<file path="src/rtl/io_uart_tx_pkg.sv">
// io_uart_tx_pkg -- shared definitions for the memory-mapped UART transmitter.
// Contents: register offsets (decoded from addr[3:2]), STATUS and CTRL bit
// positions, the transmit FSM state encoding, the FIFO count width, and a
// helper that maps a programmed divisor onto the bit period actually used.
package io_uart_tx_pkg;

  // Register offsets as seen on addr[3:2]; addr[1:0] never take part in decode.
  localparam logic [1:0] REG_TXDATA  = 2'd0;
  localparam logic [1:0] REG_STATUS  = 2'd1;
  localparam logic [1:0] REG_CTRL    = 2'd2;
  localparam logic [1:0] REG_DIVISOR = 2'd3;

  // STATUS bit positions.
  localparam int STAT_BUSY    = 0;
  localparam int STAT_FULL    = 1;
  localparam int STAT_EMPTY   = 2;
  localparam int STAT_OVF     = 3;
  localparam int STAT_CNT_LSB = 4;
  localparam int STAT_CNT_MSB = 8;

  // CTRL bit positions.
  localparam int CTRL_TX_EN  = 0;
  localparam int CTRL_IRQ_EN = 1;

  // FIFO occupancy width: holds 0..16 entries.
  localparam int CNT_W = 5;

  // Transmit FSM states.
  typedef enum logic [1:0] {
    ST_IDLE  = 2'd0,
    ST_START = 2'd1,
    ST_DATA  = 2'd2,
    ST_STOP  = 2'd3
  } tx_state_e;

  // A programmed divisor of zero still has to produce a one-clock bit.
  function automatic logic [15:0] eff_div(input logic [15:0] div);
    return (div == 16'd0) ? 16'd1 : div;
  endfunction

endpackage

</file>
<file path="src/rtl/sync_fifo_8b.sv">
// sync_fifo_8b -- byte-wide synchronous FIFO used as the UART transmit queue.
// Ports:
//   clk, rst        clock and asynchronous active-high reset
//   push, wdata     enqueue wdata; ignored when full unless a pop happens in
//                   the same clock, in which case the freed slot is reused
//   pop, rdata      rdata shows the head entry; pop removes it (ignored if empty)
//   full, empty     occupancy flags
//   count           number of stored entries, 0..DEPTH
module sync_fifo_8b
  import io_uart_tx_pkg::*;
#(
  parameter int DEPTH = 8
) (
  input  logic             clk,
  input  logic             rst,
  input  logic             push,
  input  logic [7:0]       wdata,
  input  logic             pop,
  output logic [7:0]       rdata,
  output logic             full,
  output logic             empty,
  output logic [CNT_W-1:0] count
);

  localparam int AW = (DEPTH > 1) ? $clog2(DEPTH) : 1;

  logic [7:0]       mem_q [DEPTH];
  logic [AW-1:0]    wr_ptr_q, wr_ptr_d;
  logic [AW-1:0]    rd_ptr_q, rd_ptr_d;
  logic [CNT_W-1:0] count_q, count_d;
  logic             push_ok;
  logic             pop_ok;

  assign full    = (count_q == CNT_W'(DEPTH));
  assign empty   = (count_q == {CNT_W{1'b0}});
  assign count   = count_q;
  assign rdata   = mem_q[rd_ptr_q];
  assign pop_ok  = pop & ~empty;
  // A pop in the same clock frees the slot the push lands in.
  assign push_ok = push & (~full | pop_ok);

  // Next-state for pointers and occupancy; pointers wrap naturally at DEPTH.
  always_comb begin
    wr_ptr_d = wr_ptr_q;
    rd_ptr_d = rd_ptr_q;
    count_d  = count_q;
    if (push_ok) begin
      wr_ptr_d = wr_ptr_q + AW'(1'b1);
    end else begin
      wr_ptr_d = wr_ptr_q;
    end
    if (pop_ok) begin
      rd_ptr_d = rd_ptr_q + AW'(1'b1);
    end else begin
      rd_ptr_d = rd_ptr_q;
    end
    case ({push_ok, pop_ok})
      2'b10:   count_d = count_q + CNT_W'(1'b1);
      2'b01:   count_d = count_q - CNT_W'(1'b1);
      default: count_d = count_q;
    endcase
  end

  // Pointer and occupancy registers.
  always_ff @(posedge clk or posedge rst) begin
    if (rst) begin
      wr_ptr_q <= {AW{1'b0}};
      rd_ptr_q <= {AW{1'b0}};
      count_q  <= {CNT_W{1'b0}};
    end else begin
      wr_ptr_q <= wr_ptr_d;
      rd_ptr_q <= rd_ptr_d;
      count_q  <= count_d;
    end
  end

  // Storage array; contents are don't-care until written, so no reset.
  always_ff @(posedge clk) begin
    if (push_ok) begin
      mem_q[wr_ptr_q] <= wdata;
    end
  end

endmodule

</file>
<file path="src/rtl/io_uart_tx.sv">
// io_uart_tx -- memory-mapped 8N1 UART transmitter with a transmit FIFO.
// Registers (addr[3:2]): TXDATA (W), STATUS (R/W1C overflow), CTRL (R/W),
// DIVISOR (R/W, bit period in clocks, 0 treated as 1).
// Ports:
//   clk, rst        CPU clock, asynchronous active-high reset
//   nce             active-low chip enable qualifying we/re
//   we, re          register write / read strobes
//   addr            byte address, bits [3:2] select the register
//   wdata, rdata    store data in, combinational read data out
//   txd             serial line, idle high
//   irq             level interrupt: irq_en & FIFO empty & not busy
module io_uart_tx
  import io_uart_tx_pkg::*;
#(
  parameter int CLK_DIV    = 16,
  parameter int FIFO_DEPTH = 8
) (
  input  logic        clk,
  input  logic        rst,
  input  logic        nce,
  input  logic        we,
  input  logic        re,
  input  logic [3:0]  addr,
  input  logic [31:0] wdata,
  output logic [31:0] rdata,
  output logic        txd,
  output logic        irq
);

  localparam logic [15:0] DIV_RST = 16'(CLK_DIV);

  tx_state_e   state_q, state_d;
  logic [15:0] div_q, div_d;           // DIVISOR register as programmed
  logic [15:0] bit_div_q, bit_div_d;   // bit period frozen for the current frame
  logic [15:0] baud_cnt_q, baud_cnt_d;
  logic [2:0]  bit_idx_q, bit_idx_d;
  logic [7:0]  data_q, data_d;
  logic        txd_q, txd_d;
  logic        ovf_q, ovf_d;
  logic        tx_en_q, tx_en_d;
  logic        irq_en_q, irq_en_d;

  logic             wr_en;
  logic             rd_en;
  logic             txdata_wr;
  logic             busy;
  logic             bit_end;
  logic             pop;
  logic             fifo_full;
  logic             fifo_empty;
  logic [7:0]       fifo_rdata;
  logic [CNT_W-1:0] fifo_count;
  logic             unused_bits;

  assign wr_en       = ~nce & we;
  assign rd_en       = ~nce & re;
  assign txdata_wr   = wr_en & (addr[3:2] == REG_TXDATA);
  assign busy        = (state_q != ST_IDLE);
  assign bit_end     = (baud_cnt_q == (bit_div_q - 16'd1));
  // A byte leaves the FIFO when a frame may begin: from IDLE, or straight
  // out of the last STOP clock so consecutive frames have no idle gap.
  assign pop         = tx_en_q & ~fifo_empty &
                       ((state_q == ST_IDLE) | ((state_q == ST_STOP) & bit_end));
  assign txd         = txd_q;
  assign irq         = irq_en_q & fifo_empty & ~busy;
  assign unused_bits = ^{addr[1:0], wdata[31:16]};

  sync_fifo_8b #(
    .DEPTH (FIFO_DEPTH)
  ) u_fifo (
    .clk   (clk),
    .rst   (rst),
    .push  (txdata_wr),
    .wdata (wdata[7:0]),
    .pop   (pop),
    .rdata (fifo_rdata),
    .full  (fifo_full),
    .empty (fifo_empty),
    .count (fifo_count)
  );

  // Register-file writes; a TXDATA write into a full FIFO is only lost when
  // no pop frees a slot in the same clock.
  always_comb begin
    div_d    = div_q;
    ovf_d    = ovf_q;
    tx_en_d  = tx_en_q;
    irq_en_d = irq_en_q;
    if (wr_en) begin
      case (addr[3:2])
        REG_TXDATA: begin
          if (fifo_full & ~pop) begin
            ovf_d = 1'b1;
          end else begin
            ovf_d = ovf_q;
          end
        end
        REG_STATUS: begin
          if (wdata[STAT_OVF]) begin
            ovf_d = 1'b0;
          end else begin
            ovf_d = ovf_q;
          end
        end
        REG_CTRL: begin
          tx_en_d  = wdata[CTRL_TX_EN];
          irq_en_d = wdata[CTRL_IRQ_EN];
        end
        REG_DIVISOR: div_d = wdata[15:0];
        default:     div_d = div_q;
      endcase
    end else begin
      div_d = div_q;
    end
  end

  // Transmit FSM: each of START, 8 DATA bits and STOP lasts bit_div_q clocks.
  always_comb begin
    state_d    = state_q;
    baud_cnt_d = baud_cnt_q;
    bit_idx_d  = bit_idx_q;
    data_d     = data_q;
    bit_div_d  = bit_div_q;
    case (state_q)
      ST_IDLE: begin
        if (pop) begin
          state_d    = ST_START;
          baud_cnt_d = 16'd0;
          data_d     = fifo_rdata;
          bit_div_d  = eff_div(div_q);
        end else begin
          state_d = ST_IDLE;
        end
      end
      ST_START: begin
        if (bit_end) begin
          state_d    = ST_DATA;
          baud_cnt_d = 16'd0;
          bit_idx_d  = 3'd0;
        end else begin
          baud_cnt_d = baud_cnt_q + 16'd1;
        end
      end
      ST_DATA: begin
        if (bit_end) begin
          baud_cnt_d = 16'd0;
          if (bit_idx_q == 3'd7) begin
            state_d = ST_STOP;
          end else begin
            bit_idx_d = bit_idx_q + 3'd1;
          end
        end else begin
          baud_cnt_d = baud_cnt_q + 16'd1;
        end
      end
      ST_STOP: begin
        if (bit_end) begin
          baud_cnt_d = 16'd0;
          if (pop) begin
            state_d   = ST_START;
            data_d    = fifo_rdata;
            bit_div_d = eff_div(div_q);
          end else begin
            state_d = ST_IDLE;
          end
        end else begin
          baud_cnt_d = baud_cnt_q + 16'd1;
        end
      end
      default: state_d = ST_IDLE;
    endcase
  end

  // Line level follows the next state so txd changes on the same edge as the FSM.
  always_comb begin
    case (state_d)
      ST_START: txd_d = 1'b0;
      ST_DATA:  txd_d = data_d[bit_idx_d];
      default:  txd_d = 1'b1;
    endcase
  end

  // Combinational read mux; unselected or unqualified reads return zero.
  always_comb begin
    rdata = 32'h0000_0000;
    if (rd_en) begin
      case (addr[3:2])
        REG_STATUS: begin
          rdata[STAT_BUSY]                  = busy;
          rdata[STAT_FULL]                  = fifo_full;
          rdata[STAT_EMPTY]                 = fifo_empty;
          rdata[STAT_OVF]                   = ovf_q;
          rdata[STAT_CNT_MSB:STAT_CNT_LSB]  = fifo_count;
        end
        REG_CTRL: begin
          rdata[CTRL_TX_EN]  = tx_en_q;
          rdata[CTRL_IRQ_EN] = irq_en_q;
        end
        REG_DIVISOR: rdata[15:0] = div_q;
        default:     rdata = 32'h0000_0000;
      endcase
    end else begin
      rdata = 32'h0000_0000;
    end
  end

  // State and register flops; reset forces the line idle and drops any frame.
  always_ff @(posedge clk or posedge rst) begin
    if (rst) begin
      state_q    <= ST_IDLE;
      div_q      <= DIV_RST;
      bit_div_q  <= eff_div(DIV_RST);
      baud_cnt_q <= 16'd0;
      bit_idx_q  <= 3'd0;
      data_q     <= 8'd0;
      txd_q      <= 1'b1;
      ovf_q      <= 1'b0;
      tx_en_q    <= 1'b0;
      irq_en_q   <= 1'b0;
    end else begin
      state_q    <= state_d;
      div_q      <= div_d;
      bit_div_q  <= bit_div_d;
      baud_cnt_q <= baud_cnt_d;
      bit_idx_q  <= bit_idx_d;
      data_q     <= data_d;
      txd_q      <= txd_d;
      ovf_q      <= ovf_d;
      tx_en_q    <= tx_en_d;
      irq_en_q   <= irq_en_d;
    end
  end

endmodule

</file>
<file path="config.mk">
export PLATFORM = sky130hd
export DESIGN_NAME = io_uart_tx
export DESIGN_NICKNAME = d
export VERILOG_FILES = /design/src/rtl/io_uart_tx_pkg.sv /design/src/rtl/sync_fifo_8b.sv /design/src/rtl/io_uart_tx.sv
export SDC_FILE = /design/constraint.sdc
export NUM_CORES = 1
export LEC_CHECK = 0
export ABC_CLOCK_PERIOD_IN_PS = 7250
export CORE_UTILIZATION = 61
export CTS_CLUSTER_DIAMETER = 150
export DETAILED_ROUTE_END_ITERATION = 8
export GPL_TIMING_DRIVEN = 0
export PLACE_DENSITY_LB_ADDON = 0.12
export SETUP_SLACK_MARGIN = 0.15
export SYNTH_ARGS = -nofsm -noshare
export SYNTH_HDL_FRONTEND = slang
export SYNTH_SLANG_ARGS = --single-unit
</file>
<file path="constraint.sdc">
create_clock -name clk -period 7.25 [get_ports clk]
set_input_delay 1.45 -clock clk [delete_from_list [all_inputs] [get_ports clk]]
set_output_delay 1.45 -clock clk [all_outputs]
set_load 0.02 [all_outputs]
</file>
==> metrics.csv, run 1 <==
stage;metric;value;unit
synth;most_common_cell;dfrtp_1;
synth;compound_area_frac;0.0878;
floorplanning;fp.dieArea;0.0119;mm²
synth;ys_sh_mux;0.137;
layout;nMultiInputCombCells;396;
placement;dp_worst_setup_slack;2130;ps
outcome;outcome;finished clean;
layout;seq_share;0.461;
cts;cts_tree;yes;
setup_path;r2r_start;bit_div_q[3];
layout;n_fill_cell;707;
drt;wl_per_cell;18.4;µm
drt;vias;4900;
synth;syn_area;0.00702;mm²
synth;area_leaders;edfxtp_1, dfrtp_1, mux2_2, mux4_2, nand2_1;
final_timing;tns;0;ps
setup_path;crit_start;addr[3];
setup_path;r2r_cells;12;
floorplanning;fp-utilization;0.637;
layout;nonClkBufAreaFrac;0.0786;
cts;cts_buffers;17;
setup_path;ff2ff_setup_slack;2150;ps
cts;ctsHoldBuffers;0;
setup_path;cp.depth;6;
global_routing;grt-ovfl-total;0;
setup_path;cp_max_fo;10;
synth;synth_seq_share;0.545;
pwr;sequentialPowerShare;0.372;
drt;drt_iter0_markers;406;
setup_path;crit_end;rdata[0];
drt;drc;0;
setup_path;r2r_end;u_fifo.mem_q[2][3];
setup_path;path_delay_family;buffers and inverters;
synth;async_flop_share;0.543;
worst_hold_path;hold_class;flip-flop to flip-flop;
final_timing;min_period;5210;ps
global_routing;grt_max_degree;61;
flow_run;tool_warnings;48;
layout;dominant_cells;registers;
pwr;powerComb;968;µW
setup_path;required;5800;ps
final_timing;relSlewSlack;0.131;
layout;fin_util;0.753;
synth;xor_share;0.0274;
placement;gp_congestion;0.857;
synth;syn_area_per_cell;12.0;µm²
synth;synth-edff-count;64;
worst_hold_path;holdPathStages;2;
setup_path;timing.critical_path.mode_cell;clkdlybuf4s50_1;
pwr;maxPowerGroup;sequential cells;
layout;drive_gt1_frac;0.194;
pwr;power_density;357;mW/mm²
synth;synth.distinct_cells;67;
cts;clkSlewWorstSetupHoldPaths;60;ps
cts;cts_resized;0;
layout;nNetsFinal;716;
final_timing;finalClockPeriodUsage;0.719;
synth;yosys_cells;586;
setup_path;critPathArrivalTime;3760;ps
placement;place_area;0.00769;mm²
global_routing;grt_first_pass_wirelength;23.7;mm
floorplanning;rows;38;
synth;synthAdderAreaFrac;0.0260;
synth;syn_inst;586;
synth;top_cells_by_count;dfrtp_1, edfxtp_1, nand2_1;
layout;comb_area;0.00296;mm²
pwr;p_switching;1020;µW
setup_path;crit_slowest_cell;clkdlybuf4s50_1;
cts;clock_latency;430;ps
cts;cts_max_level;4;
setup_path;crit_buf_inv;4;
final_timing;layout_setup_ws;2040;ps
worst_hold_path;min_from;data_q[4];
final_timing;fmax;192;MHz
layout;fin_area;0.00831;mm²
pwr;switching_share;0.344;
layout;comb_area_share;0.356;
layout;syn2layout_area_growth;18.3;%
==> run 1: state kept, by name (all words and copies together) (netlist names) <==
name,flops
u_fifo.mem_q,64
baud_cnt_q,16
bit_div_q,16
div_q,16
data_q,8
u_fifo.count,5
bit_idx_q,3
u_fifo.rd_ptr_q,3
u_fifo.wr_ptr_q,3
state_q,2
irq_en_q,1
ovf_q,1
tx_en_q,1
txd,1
==> run 1: metal layers <==
layer / track usage / vias to the layer above / routed length, µm
li1: - / 2282 / -
met2: 0.435 / 159 / 7380
met3: 0.0729 / 18 / 817
met1: 0.357 / 2441 / 6600
met5: 0 / - / 0
met4: 0.0990 / 0 / 199
==> run 1: stage by stage <==
stage	total power (µW)	cells	hold WS, ps
floorplan	1820	601	443
global placement	2020	780	463
detailed placement	2070	781	476
CTS	2970	813	492
global route	3130	814	534
finish	2970	814	487
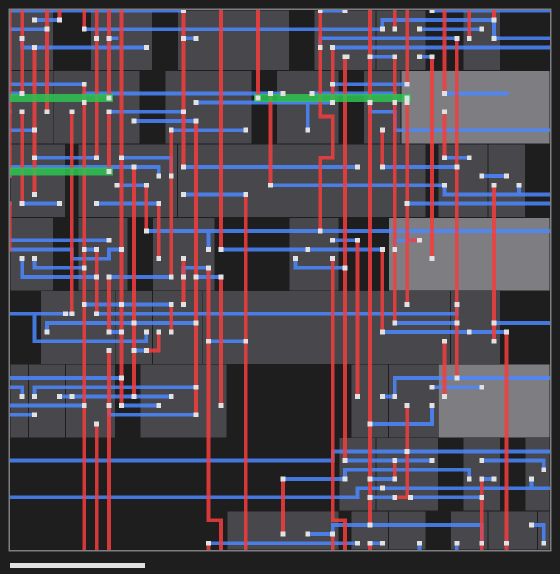
(run_1/detail.png)
Bar = 5 µm. Region (72, 72) to (92, 92) µm. Cells in gray, sequential cells in the stronger gray; small squares are vias.
- metal 3: green
- metal 2: red
- metal 1: blue
- netlist names of flops here include: `baud_cnt_q` (2)
- cells with their middle in the window: 39
- most frequent: o21ai_0 (8), nand2_1 (7)
- sequential cells in the window: 2

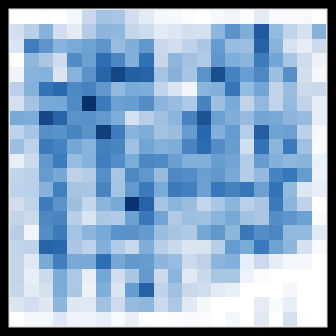
(run_1/metal_density.png)
22 x 22 tiles, from white (low) to dark blue (high), scaled to the fullest tile. Values are wire area over tile area, all layers added.
- tiles over half the peak: 32%
- fullest tile: 0.52
- densest ninth of the die: middle
- nearly empty tiles: 6.6%
- emptiest ninth of the die: bottom right

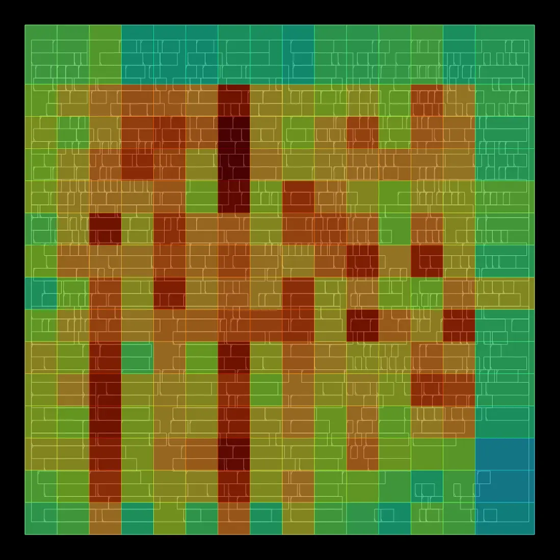
(run_1/congestion.png)
Tot GR Track Use: 0.271
GRT met1 Usage: 0.357

==> run_1/wires.png <==
Bar = 20 µm. Only two layers are drawn.
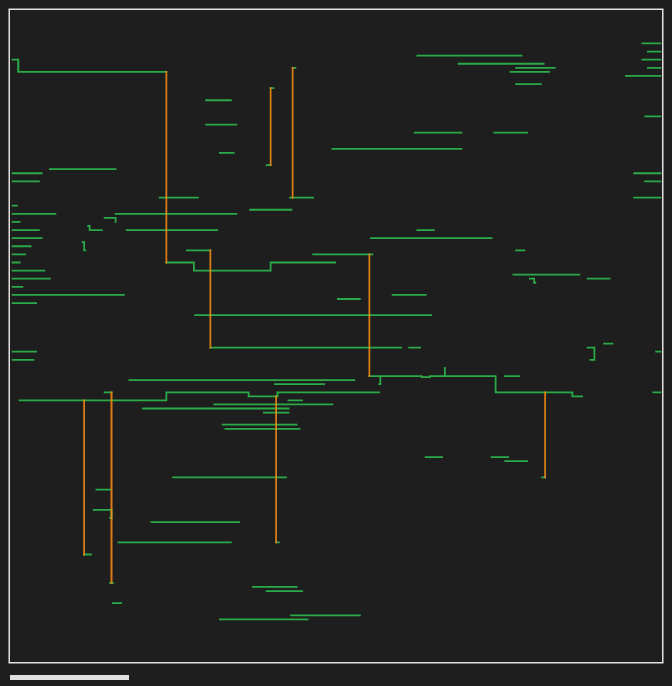

## Run 2: what changed since run 1
--- a/config.mk
+++ b/config.mk
@@ -5,8 +5,8 @@
 export SDC_FILE = /design/constraint.sdc
 export NUM_CORES = 1
 export LEC_CHECK = 0
-export ABC_CLOCK_PERIOD_IN_PS = 7250
-export CORE_UTILIZATION = 61
+export ABC_CLOCK_PERIOD_IN_PS = 5100
+export CORE_UTILIZATION = 57
 export CTS_CLUSTER_DIAMETER = 150
 export DETAILED_ROUTE_END_ITERATION = 8
 export GPL_TIMING_DRIVEN = 0
==> constraint.sdc (replaced) <==
create_clock -name clk -period 5.1 [get_ports clk]
set_input_delay 1.02 -clock clk [delete_from_list [all_inputs] [get_ports clk]]
set_output_delay 1.02 -clock clk [all_outputs]
set_load 0.02 [all_outputs]
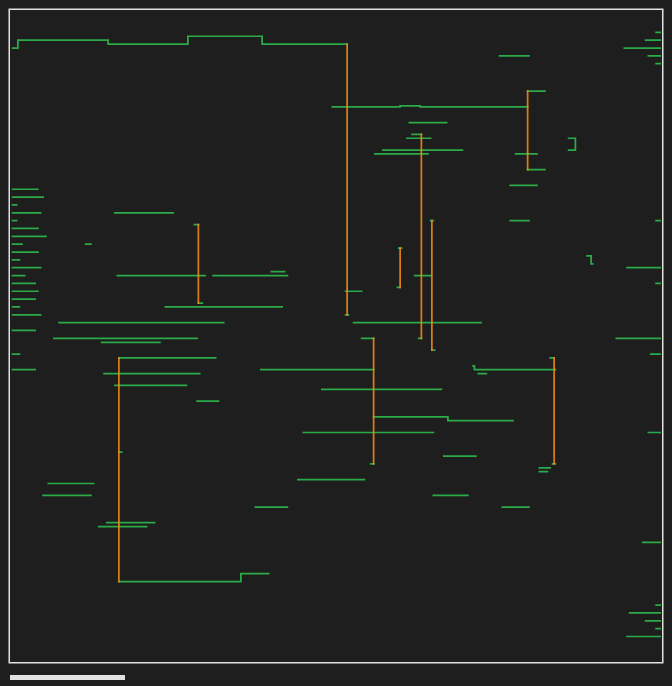
(run_2/wires.png)
Bar = 20 µm. Only two layers are drawn.
- metal 3: green (wire length 686 µm)
- metal 4: orange (wire length 218 µm)
Routed wire per std cell: 17.7 µm
via count: 4829

==> metrics.csv, run 2 <==
stage;metric;value;unit;change
outcome;outcome;finished clean;;
setup_path;r2r_start;bit_div_q[3];;
placement;gp_congestion;0.817;;-4.7%
setup_path;r2r_end;u_fifo.mem_q[2][0];;
final_timing;whs;495;ps;+8.05 ps
synth;syn_area_per_cell;12.0;µm²;unchanged
pwr;powerComb;1380;µW;+43%
drt;wl_met3;685;µm;-16%
synth;synth-edff-count;64;;unchanged
cts;cts_max_level;4;;unchanged
synth;most_common_cell;dfrtp_1;;
setup_path;ff2ff_setup_slack;360;ps;-1790 ps
layout;comb_area_share;0.358;;+0.00149
pwr;p_int;2680;µW;
layout;largest_register;u_fifo.mem_q;;
global_routing;grt_use_met3;0.0536;;-0.0193
layout;comb_area;0.00297;mm²;+0.30%
final_timing;layout_setup_ws;363;ps;-1670 ps
setup_path;cp.depth;12;;+6
final_timing;finalClockPeriodUsage;0.929;;
layout;nMultiInputCombCells;396;;unchanged
cts;cts_buffers;17;;unchanged
setup_path;crit_buf_inv;3;;-1
global_routing;grt_max_degree;62;;+1.6%
pwr;maxPowerGroup;sequential cells;;
global_routing;grt_first_pass_wirelength;23.8;mm;+0.38%
pwr;p_switching;1460;µW;+43%
setup_path;cp_max_fo;10;;unchanged
final_timing;relSlewSlack;0.439;;+0.308
setup_path;r2r_cells;12;;unchanged
layout;diodes;0;;
cts;clkSlewWorstSetupHoldPaths;70;ps;about the same
drt;drt_iter0_markers;384;;-5.4%
synth;area_leaders;edfxtp_1, dfrtp_1, mux2_2, mux4_2, nand2_1;;
synth;xor_share;0.0274;;unchanged
cts;cts_buffer_depth;2;;
pwr;ir_worst_vdd;285;µV;
global_routing;grt-ovfl-total;0;;unchanged
cts;cts_tree;yes;;
floorplanning;fp-utilization;0.585;;-0.0520
synth;synth_seq_share;0.545;;unchanged
cts;cts.sinks;140;;
layout;buffers_excl_clock;84;;
pwr;p_clk_frac;0.289;;
setup_path;crit_start;bit_div_q[3];;
layout;syn2layout_area_growth;18.1;%;
layout;nonClkBufAreaFrac;0.0796;;+0.00100
synth;synth.distinct_cells;67;;unchanged
flow_run;tool_warnings;50;;+4.2%
synth;top_cells_by_count;dfrtp_1, edfxtp_1, nand2_1;;
drt;routed-wl-met2;6.86;mm;-7.1%
placement;dp_worst_setup_slack;-151;ps;-2280 ps
pwr;switching_share;0.352;;+0.00817
floorplanning;fp.dieArea;0.0128;mm²;+6.9%
pwr;sequentialPowerShare;0.379;;+0.007
synth;syn_inst;586;;unchanged
cts;clock_latency;430;ps;about the same
worst_hold_path;holdPathStages;2;;unchanged
drt;top_layer_used;met4;;
pwr;power_density;498;mW/mm²;+39%
setup_path;path_delay_family;simple AND/OR/NAND/NOR gates;;
synth;syn_area;0.00702;mm²;unchanged
setup_path;timing.critical_path.mode_cell;buf_2;;
layout;nNetsFinal;717;;+0.14%
synth;async_flop_share;0.543;;unchanged
pwr;clock_power;1190;µW;
pwr;p_total;4130;µW;+39%
flow_run;max_cap_violations;0;;
floorplanning;rows;40;;+5.3%
synth;simple_gate_area_frac;0.131;;
drt;drt-met1-wl;6.77;mm;+2.6%
synth;ys_sh_mux;0.137;;unchanged
layout;largest_reg_flops;64;;unchanged
synth;compound_area_frac;0.0878;;unchanged
worst_hold_path;min_from;data_q[4];;
cts;root_buffer;clkbuf_16;;
synth;synth_flops;140;;
final_timing;tns;0;ps;unchanged
final_timing;fmax;211;MHz;
layout;n_fill_cell;842;;+19%
worst_hold_path;min_to;data_q[4];;
layout;drive_gt1_frac;0.197;;+0.00268
setup_path;crit_slowest_cell;nor3b_2;;
setup_path;critPathArrivalTime;4790;ps;+1030 ps
setup_path;crit_end;u_fifo.mem_q[2][0];;
synth;synthAdderAreaFrac;0.0260;;unchanged
cts;ctsHoldBuffers;0;;unchanged
final_timing;min_period;4740;ps;
layout;seq_share;0.461;;+0.000556
worst_hold_path;hold_class;flip-flop to flip-flop;;
synth;yosys_cells;586;;unchanged
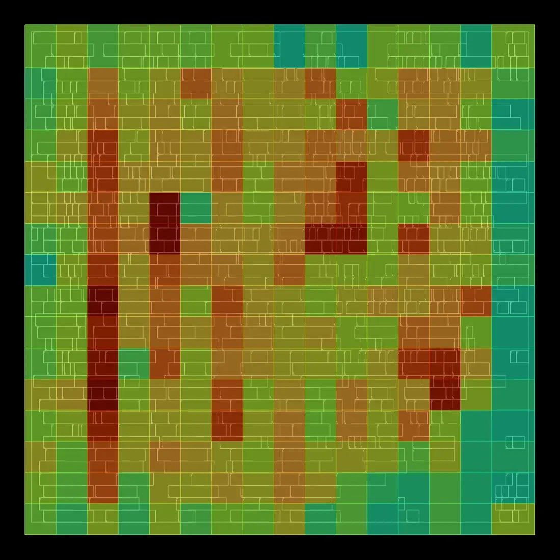
(run_2/congestion.png)
GRT met1 Usage: 0.338
Tot GR Track Use: 0.246
busiest metal layer after global routing: met2
post-layout util: 0.691
M2 GR Usage: 0.389

-- run 2: netlist changes by cell type in the layout (fill, tap and decap cells not counted), sizes merged --
cell      delta
clkinv       +1
buf          +2
bufinv       -2
inv          +3
clkinvlp     -2
clkbuf       -1
-- run 2: cells by family after synthesis --
| logic type | Yosys count |
|---|---|
| xor+xnor | 22 |
| simple gates | 179 |
| other cells | 1 |
| mux | 71 |
| flops | 140 |
| compound gates | 94 |
| fa+ha+maj | 14 |
| buf+inv | 65 |
-- run 2: metrics by stage --
stage	instance area (µm²)	instances
2_1_floorplan	7080	601
3_5_place_dp	7680	788
5_1_grt	8300	822
4_1_cts	8270	820
6_report	8300	822
3_3_place_gp	7650	787
-- run 2: repair_timing --
item,in CTS,in global routing
setup endpoints to repair,48,9
buffers inserted,0,0
hold endpoints to repair,0,0
resized,3,2
Power figures rest on the tool's default switching activity, not on a simulated workload.
